$ cat src/rtl/piso_serializer.sv
// Parallel-in serial-out serializer, MSB first, with back-to-back frame support.
// Optional even-parity trailer bit enabled by defining PISO_PARITY_EN.
module piso_serializer #(
  parameter int unsigned WIDTH = 32
) (
  input  logic             clk,
  input  logic             reset,
  input  logic             load,
  input  logic [WIDTH-1:0] data_in,
  output logic             ready,
  output logic             dout,
  output logic             dout_valid,
  output logic             done,
  output logic [6:0]       bits_left
);

`ifdef PISO_PARITY_EN
  localparam int unsigned F = WIDTH + 1;
`else
  localparam int unsigned F = WIDTH;
`endif
  localparam logic [6:0] FLEN = 7'(F);

  typedef enum logic {IDLE, SHIFT} state_t;

  state_t         state;
  logic [F-1:0]   shreg;
  logic [F-1:0]   frame;
  logic           accept;

  always_comb begin
    frame = '0;
`ifdef PISO_PARITY_EN
    frame = {data_in, ^data_in};
`else
    frame = data_in;
`endif
  end

  // Ready on the last bit lets the next frame follow with no idle gap.
  assign ready  = (state == IDLE) || (bits_left == 7'd1);
  assign accept = load && ready;

  always_ff @(posedge clk) begin
    if (reset) begin
      state      <= IDLE;
      shreg      <= '0;
      dout       <= 1'b0;
      dout_valid <= 1'b0;
      done       <= 1'b0;
      bits_left  <= '0;
    end else if (accept) begin
      // The MSB goes straight to dout; shreg holds the bits still to come.
      state      <= SHIFT;
      dout       <= frame[F-1];
      shreg      <= frame << 1;
      dout_valid <= 1'b1;
      bits_left  <= FLEN;
      done       <= (FLEN == 7'd1);
    end else if (state == SHIFT && bits_left > 7'd1) begin
      dout       <= shreg[F-1];
      shreg      <= shreg << 1;
      bits_left  <= bits_left - 7'd1;
      done       <= (bits_left == 7'd2);
    end else begin
      state      <= IDLE;
      shreg      <= '0;
      dout       <= 1'b0;
      dout_valid <= 1'b0;
      done       <= 1'b0;
      bits_left  <= '0;
    end
  end

endmodule

$ cat config.mk
export PLATFORM = sky130hd
export DESIGN_NAME = piso_serializer
export DESIGN_NICKNAME = d
export VERILOG_FILES = /design/src/rtl/piso_serializer.sv
export SDC_FILE = /design/constraint.sdc
export NUM_CORES = 1
export LEC_CHECK = 0
export ABC_AREA = 1
export CORE_MARGIN = 3
export CORE_UTILIZATION = 52
export CTS_BUF_LIST = sky130_fd_sc_hd__clkbuf_8 sky130_fd_sc_hd__clkbuf_16
export DETAILED_ROUTE_END_ITERATION = 12
export PLACE_DENSITY = 0.84
export SYNTH_ARGS = -nofsm -noshare
export SYNTH_HDL_FRONTEND = slang
export SYNTH_SLANG_ARGS = --single-unit
$ cat constraint.sdc
create_clock -name clk -period 2.76 [get_ports clk]
set_input_delay 0.276 -clock clk [delete_from_list [all_inputs] [get_ports clk]]
set_output_delay 0.276 -clock clk [all_outputs]
set_load 0.005 [all_outputs]
==> run_1/gates.png <==
Scale: 8 px per um.
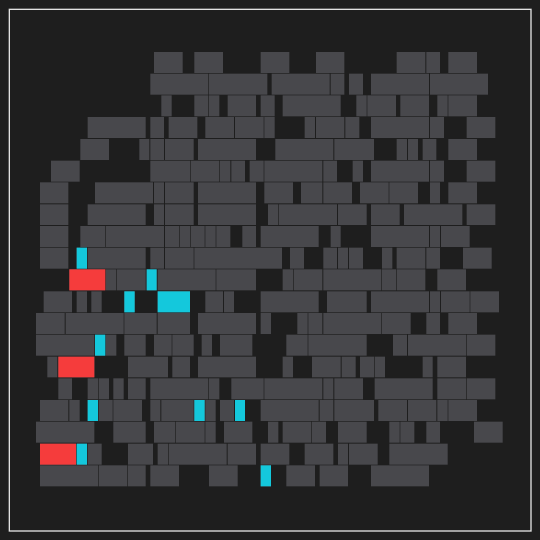
colour	family	cells	most used
cyan	inv cells	10	inv_1
red	fa/ha/maj cells	3	ha_1
multi-input gate share of the layout cell area: 0.357
Cell Count, Final, Fillers Out: 284
dominant logic cell type in the layout: clkdlybuf4s50_1

==> run_1/pinout.png <==
Scale: 8 px per um. Pins as bars across the die edge, other pins in grey.
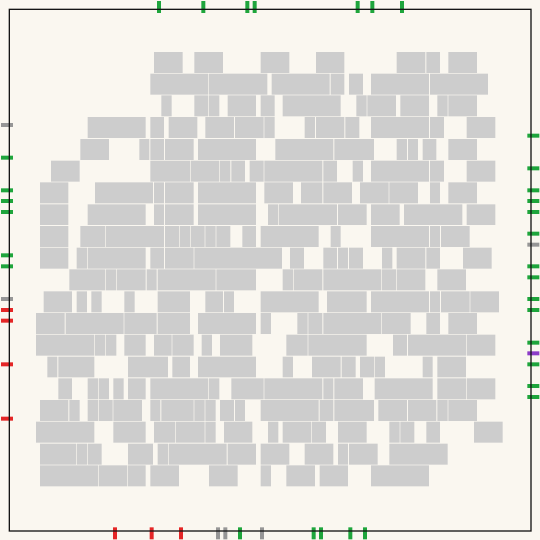
colour	port	pins	direction	edge
green	`data_in`	32	input	14 east, 7 north, 6 west, 5 south
purple	`dout`	1	output	east
red	`bits_left`	7	output	4 west, 3 south
all pins by edge	16 east, 12 west, 11 south, 7 north

==> results.toml, run 1 <==
# flow metrics
[clock_tree]
max-clock-path-buffers = 2
ctsHoldBuffers = 0

[pwr]
internal-power_mw = 1.05
seq-power_uw = 646
netSwitchingPower_uw = 390
combinationalPowerShare = 0.205

[finish]
lay_top_cells = "clkdlybuf4s50_1, nand2_1, dfxtp_1"
n_antenna_cell = 0
logic_area_um2 = 841
fillers = 241

[grt]
use_met2 = 0.315
antenna_found_initial = 0

[routing]
finalWirelength_mm = 3.58
dr.max_layer_used = "met4"
vias_per_cell = 4.92
dr.pass1.iters = 4
route.met3.wl_um = 261
wl_per_cell_um = 12.6

[outcome]
outcome = "complete, no violations"

[setup_path]
reg2reg_depth = 8
required_ps = 2480

[synthesis]
edf_count = 0
ys_area_um2 = 1810
netlist_area_um2 = 1810
ys_types = 23

[place]
io_buffers = 45

[run]
drv_cap = 0

[final_timing]
rsz0062_at_grt = "no"
fin_ws_ps = 549
worst_pin_slew_ps = 446
==> run_1/sizing.png <==
Scale: 8 px per um.
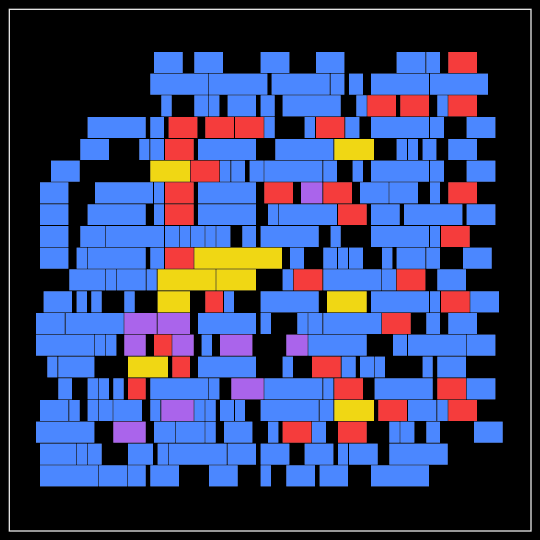
colour	size	cells	share
yellow	x6 and larger	9	3.8%
red	x2	33	14%
purple	x3 and x4	10	4.2%
blue	x1 and smaller	188	78%

==> run_1/placed.png <==
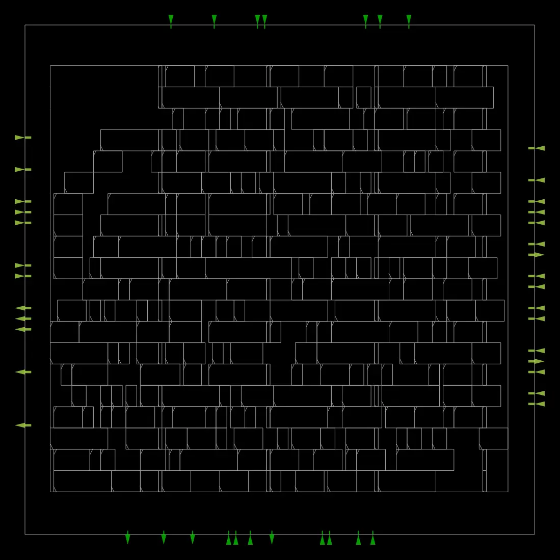
registers: 41
CORE AREA: 3180 um^2
post-route core utilization: 0.741

[run 1: path summary, 6_finish.rpt]
path,start,endpoint,slack (ps)
worst max-delay path,bits_left[0],ready,550
worst min-delay path,shreg[20],shreg[21],450
worst max register to register,bits_left[1],bits_left[5],1070
worst min register to register,shreg[20],shreg[21],450
[run 1: cells by family (layout without fill, tap and decap cells)]
logic type,Yosys count,count (layout),share of synthesized area
compound gates,3,3,0.00828
xor+xnor,2,2,0.00967
fa+ha+maj,3,3,0.0207
buf+inv,22,66,0.0870
flops,41,41,0.453
simple gates,125,125,0.421
[run 1: registers in the layout, indices dropped and copies added, names as in the netlist]
name and cells:
bits_left 7, dout 1, done 1, shreg 31
state 1
==> run 1 -> run 2 <==
--- a/config.mk
+++ b/config.mk
@@ -7,10 +7,10 @@
 export LEC_CHECK = 0
 export ABC_AREA = 1
 export CORE_MARGIN = 3
-export CORE_UTILIZATION = 52
+export CORE_UTILIZATION = 48
 export CTS_BUF_LIST = sky130_fd_sc_hd__clkbuf_8 sky130_fd_sc_hd__clkbuf_16
 export DETAILED_ROUTE_END_ITERATION = 12
-export PLACE_DENSITY = 0.84
+export PLACE_DENSITY = 0.79
 export SYNTH_ARGS = -nofsm -noshare
 export SYNTH_HDL_FRONTEND = slang
 export SYNTH_SLANG_ARGS = --single-unit
==> constraint.sdc (replaced) <==
create_clock -name clk -period 2.3 [get_ports clk]
set_input_delay 0.23 -clock clk [delete_from_list [all_inputs] [get_ports clk]]
set_output_delay 0.23 -clock clk [all_outputs]
set_load 0.005 [all_outputs]
==> run_2/placed.png <==
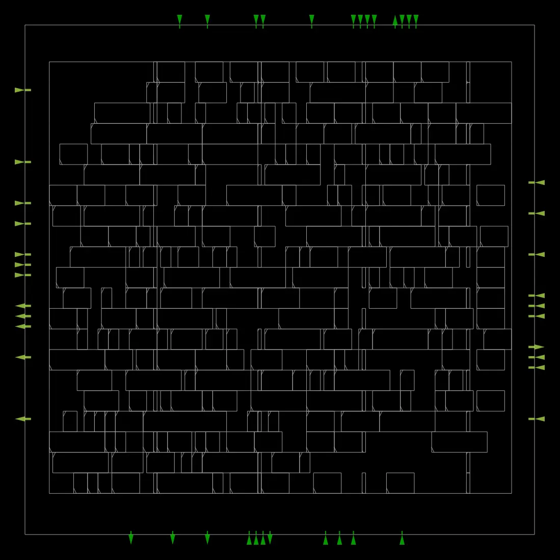
sequential cell area share: 0.349
Tap Count: 46

==> run 2 against run 1 <==
Effect of this change: clock skew grew 1.9 ps; utilization is 6.7 points lower; register-to-register slack lost 400 ps; largest power group unchanged; first-iteration DRC count shrank 18%; non-clock buffer count did not move; worst setup slack got worse by 380 ps; global-route usage decreased by 1.2 points; cell count is 0.35% higher; wire length is 1.5% lower; sequential share of layout area is essentially flat.
==> results.toml, run 2 <==
# flow metrics
[setup_path]
crit_path_start = "bits_left[0]"
crit_path_end = "ready"
reg2reg_depth = 8
r2r_end = "bits_left[3]"
required_ps = 2070
rrSetupSlack_ps = 670
r2r-start = "bits_left[1]"

[finish]
flops = 41
largest_reg_flops = 31
lay_top_cells = "clkdlybuf4s50_1, nand2_1, dfxtp_1"
reg_top3 = "shreg: 31 flops, bits_left: 7 flops"
logic_area_um2 = 841
n_antenna_cell = 0
regMostFlops = "shreg"
lay_top_count = "clkdlybuf4s50_1"
fillers = 297

[routing]
vias_per_cell = 4.82
dr.pass1.iters = 4
route.met3.wl_um = 182
finalWirelength_mm = 3.52

[pwr]
combinationalPowerShare = 0.211
seq-power_uw = 775
internal-power_mw = 1.22

[synthesis]
xor_share = 0.00967
aoi_share = 0.00829
edf_count = 0
mux_share = 0
ys_types = 23
netlist_area_um2 = 1810
ys_sh_simple = 0.421
ys_area_um2 = 1810

[grt]
use_met2 = 0.279
antenna_found_initial = 0

[final_timing]
rsz0062_at_grt = "no"
worst_pin_slew_ps = 463

[die]
core_region_area_um2 = 3490
chipWidth_um = 67.4

[run]
drv_cap = 0

[min_path]
min-delay-start = "shreg[7]"
whs_endpoint = "shreg[8]"

[clock_tree]
max-clock-path-buffers = 2
ctsHoldBuffers = 0

[place]
io_buffers = 45

[outcome]
outcome = "complete, no violations"
run 2: cell count changes in the layout (fill, tap and decap cells not counted):
cell,previous run,this run
clkinv_2,0,1
buf_4,3,2
clkinvlp_4,1,0
clkbuf_8,6,5
buf_12,0,1
run 2: through the flow:
| stage | setup slack (ps) | area [um^2] | cells | hold slack (ps) |
|---|---|---|---|---|
| finish | 165 | 2350 | 285 | 451 |
| global route | 38.6 | 2350 | 285 | 469 |
| CTS | 147 | 2350 | 285 | 452 |
| detailed placement | 461 | 2250 | 278 | 440 |
| global placement | 507 | 2250 | 278 | 437 |
| floorplan | 1000 | 1810 | 196 | 342 |
Power is estimated from default activity; no workload was simulated.
